### src/rtl/seg_scan_ctrl.sv
// Eight-digit 7-segment scan controller: blank/drive digit sequencing, active-low anode
// enables and a double-buffered display word that is committed only at frame boundaries.

module mux8_4 (
  input  logic [31:0] din,
  input  logic [2:0]  sel,
  output logic [3:0]  dout
);

  always_comb begin
    dout = 4'h0;
    unique case (sel)
      3'd0: dout = din[3:0];
      3'd1: dout = din[7:4];
      3'd2: dout = din[11:8];
      3'd3: dout = din[15:12];
      3'd4: dout = din[19:16];
      3'd5: dout = din[23:20];
      3'd6: dout = din[27:24];
      3'd7: dout = din[31:28];
      default: dout = 4'h0;
    endcase
  end

endmodule

module seg_scan_ctrl #(
  parameter int unsigned DIGIT_CYCLES = 50000,
  parameter int unsigned BLANK_CYCLES = 2
) (
  input  logic        clk,
  input  logic        rst_n,
  input  logic        en,
  input  logic        load,
  input  logic [31:0] din,
  input  logic [7:0]  digit_mask,
  output logic [2:0]  select,
  output logic [3:0]  nibble,
  output logic [7:0]  an_n,
  output logic        frame_done
);

  localparam int unsigned MaxCycles = (DIGIT_CYCLES > BLANK_CYCLES) ? DIGIT_CYCLES : BLANK_CYCLES;
  localparam int unsigned CntW      = $clog2(MaxCycles + 1);
  localparam logic [CntW-1:0] BlankLast = CntW'(BLANK_CYCLES - 1);
  localparam logic [CntW-1:0] DriveLast = CntW'(DIGIT_CYCLES - 1);

  typedef enum logic [1:0] {StIdle, StBlank, StDrive} state_e;

  state_e          state;
  logic [CntW-1:0] cnt;
  logic [31:0]     active;
  logic [31:0]     pending;
  logic            pend_valid;
  logic            drive_end;
  logic            wrap;
  logic            commit;

  assign drive_end = (state == StDrive) && (cnt == DriveLast);
  assign wrap      = drive_end && (select == 3'd7);
  // Commit in IDLE unconditionally, or at a frame wrap that is not being cut short by en=0.
  assign commit    = (pend_valid || load) && ((state == StIdle) || (en && wrap));

  always_ff @(posedge clk or negedge rst_n) begin
    if (!rst_n) begin
      state      <= StIdle;
      cnt        <= '0;
      select     <= 3'd0;
      frame_done <= 1'b0;
      active     <= 32'h0;
      pending    <= 32'h0;
      pend_valid <= 1'b0;
    end else begin
      frame_done <= 1'b0;

      if (load) begin
        pending <= din;
      end
      // A load coinciding with a commit bypasses the pending buffer.
      if (commit) begin
        active     <= load ? din : pending;
        pend_valid <= 1'b0;
      end else if (load) begin
        pend_valid <= 1'b1;
      end

      if (!en) begin
        state  <= StIdle;
        cnt    <= '0;
        select <= 3'd0;
      end else begin
        unique case (state)
          StIdle: begin
            state  <= StBlank;
            cnt    <= '0;
            select <= 3'd0;
          end
          StBlank: begin
            if (cnt == BlankLast) begin
              state <= StDrive;
              cnt   <= '0;
            end else begin
              cnt <= cnt + CntW'(1);
            end
          end
          StDrive: begin
            if (drive_end) begin
              state      <= StBlank;
              cnt        <= '0;
              select     <= select + 3'd1;
              frame_done <= (select == 3'd7);
            end else begin
              cnt <= cnt + CntW'(1);
            end
          end
          default: begin
            state <= StIdle;
            cnt   <= '0;
          end
        endcase
      end
    end
  end

  // Mask is applied combinationally so a change darkens the digit within the current cycle.
  always_comb begin
    an_n = 8'hFF;
    if ((state == StDrive) && digit_mask[select]) begin
      an_n[select] = 1'b0;
    end
  end

  mux8_4 u_mux (
    .din  (active),
    .sel  (select),
    .dout (nibble)
  );

endmodule

### config.mk
export PLATFORM = sky130hd
export DESIGN_NAME = seg_scan_ctrl
export DESIGN_NICKNAME = d
export VERILOG_FILES = /design/src/rtl/seg_scan_ctrl.sv
export SDC_FILE = /design/constraint.sdc
export NUM_CORES = 1
export LEC_CHECK = 0
export ABC_AREA = 0
export CORE_MARGIN = 5
export CORE_UTILIZATION = 54
export DETAILED_ROUTE_END_ITERATION = 8
export PLACE_DENSITY = 0.82
export RECOVER_POWER = 25
export SETUP_SLACK_MARGIN = 0.15
export SLEW_MARGIN = 20
export SYNTH_ARGS = -nofsm -noshare
export SYNTH_HDL_FRONTEND = slang
export SYNTH_SLANG_ARGS = --single-unit
### constraint.sdc
create_clock -name clk -period 3.1 [get_ports clk]
set_input_delay 0.62 -clock clk [delete_from_list [all_inputs] [get_ports clk]]
set_output_delay 0.62 -clock clk [all_outputs]
set_load 0.02 [all_outputs]
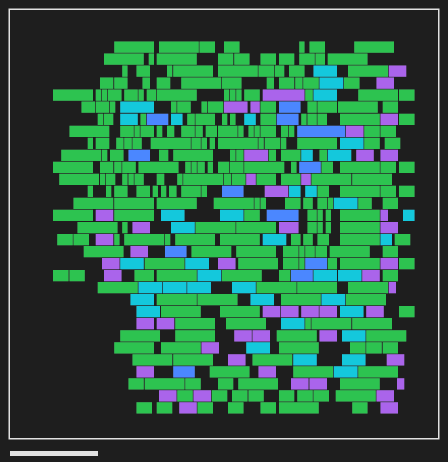
(drive-strength map)
Scale bar: 20 um.
[drive 2] purple | cells: 49 | share: 13%
[drive 3 to 4] cyan | cells: 39 | share: 10%
[drive 1 or less] green | cells: 281 | share: 74%
[drive 6 and up] blue | cells: 12 | share: 3.1%

==> run notes <==
Implementation status.

- The flow ran to the end, but the final reports show violations.
- The final reports fail on capacitance limit, slew limit.
- The number of buffers inserted by hold repair at cts is 0.
- The die outline width is 96.8 um.
- TritonCTS built the clock tree.
- Per the run summary, max-cap violations total 1.
- The final-report max-slew violation count is about 88.
- Hold analysis lists the worst path endpoint as pending[0].
- The XOR/XNOR share of the synthesized area is approximately 3%.
- In the post-synthesis netlist, the biggest area contributors are sky130_fd_sc_hd__dfrtp_1 (54%), sky130_fd_sc_hd__mux2_4 (11%), sky130_fd_sc_hd__mux2_2 (11%).
- The detailed placer's ending HPWL is approximately 6000 um.
- In the log, the iteration count for the first detailed-route pass is 4.
- The setup slack on the worst flop-to-flop path is around 0.51 ns.
- Of the synthesized area, sequential elements account for ~54%.
- The count of unresolved DRC violations after routing is 0.
- The H-tree level count is 3.
- The logic share of the area is between 30% and 40%.
- The gate-level netlist out of Yosys references 34 unique cell types.
- The leading register cell type out of synthesis is sky130_fd_sc_hd__dfrtp_1.
- From bottom edge to top edge, the die measures about 97 um.
- The worst hold slack is approximately 0.50 ns.
- The I/O pin count is roughly 60.
- The capturing element type of the critical path is an output port.
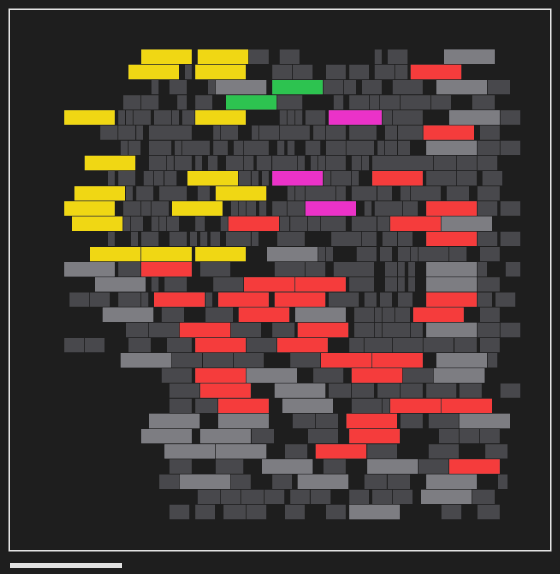
(register map, names as in the netlist)
Scale bar: 20 um.
[`select`] magenta | placed flops: 3
[`state`] green | placed flops: 2
[`active`] red | placed flops: 32
[`cnt`] yellow | placed flops: 16
sequential share of cell area: 44.0%
Reg area: 2180 um2
final core area utilization: 67.9%

-- per-layer routing --
layer  track usage (%)  up-vias
met4              5.29        0
met3              4.82       12
met2              30.9       69
met1              24.8     1315
met5                 0        -
li1                  -     1238
-- cell usage in the layout (no fill, tap or decap), types with 9 or more instances in the layout --
master,n
sky130_fd_sc_hd__dfrtp_1,86
sky130_fd_sc_hd__nor2_1,29
sky130_fd_sc_hd__nand3_1,13
sky130_fd_sc_hd__clkdlybuf4s50_1,54
sky130_fd_sc_hd__nand2_1,17
sky130_fd_sc_hd__mux2_2,38
sky130_fd_sc_hd__mux2_4,30
sky130_fd_sc_hd__ha_1,9
sky130_fd_sc_hd__clkbuf_8,10
-- flip-flops by register name, summed over array words and instances, names as in the netlist --
name and cells:
cnt 16, state 2, pend_valid 1, active 32, select 3, pending 32
frame_done 1
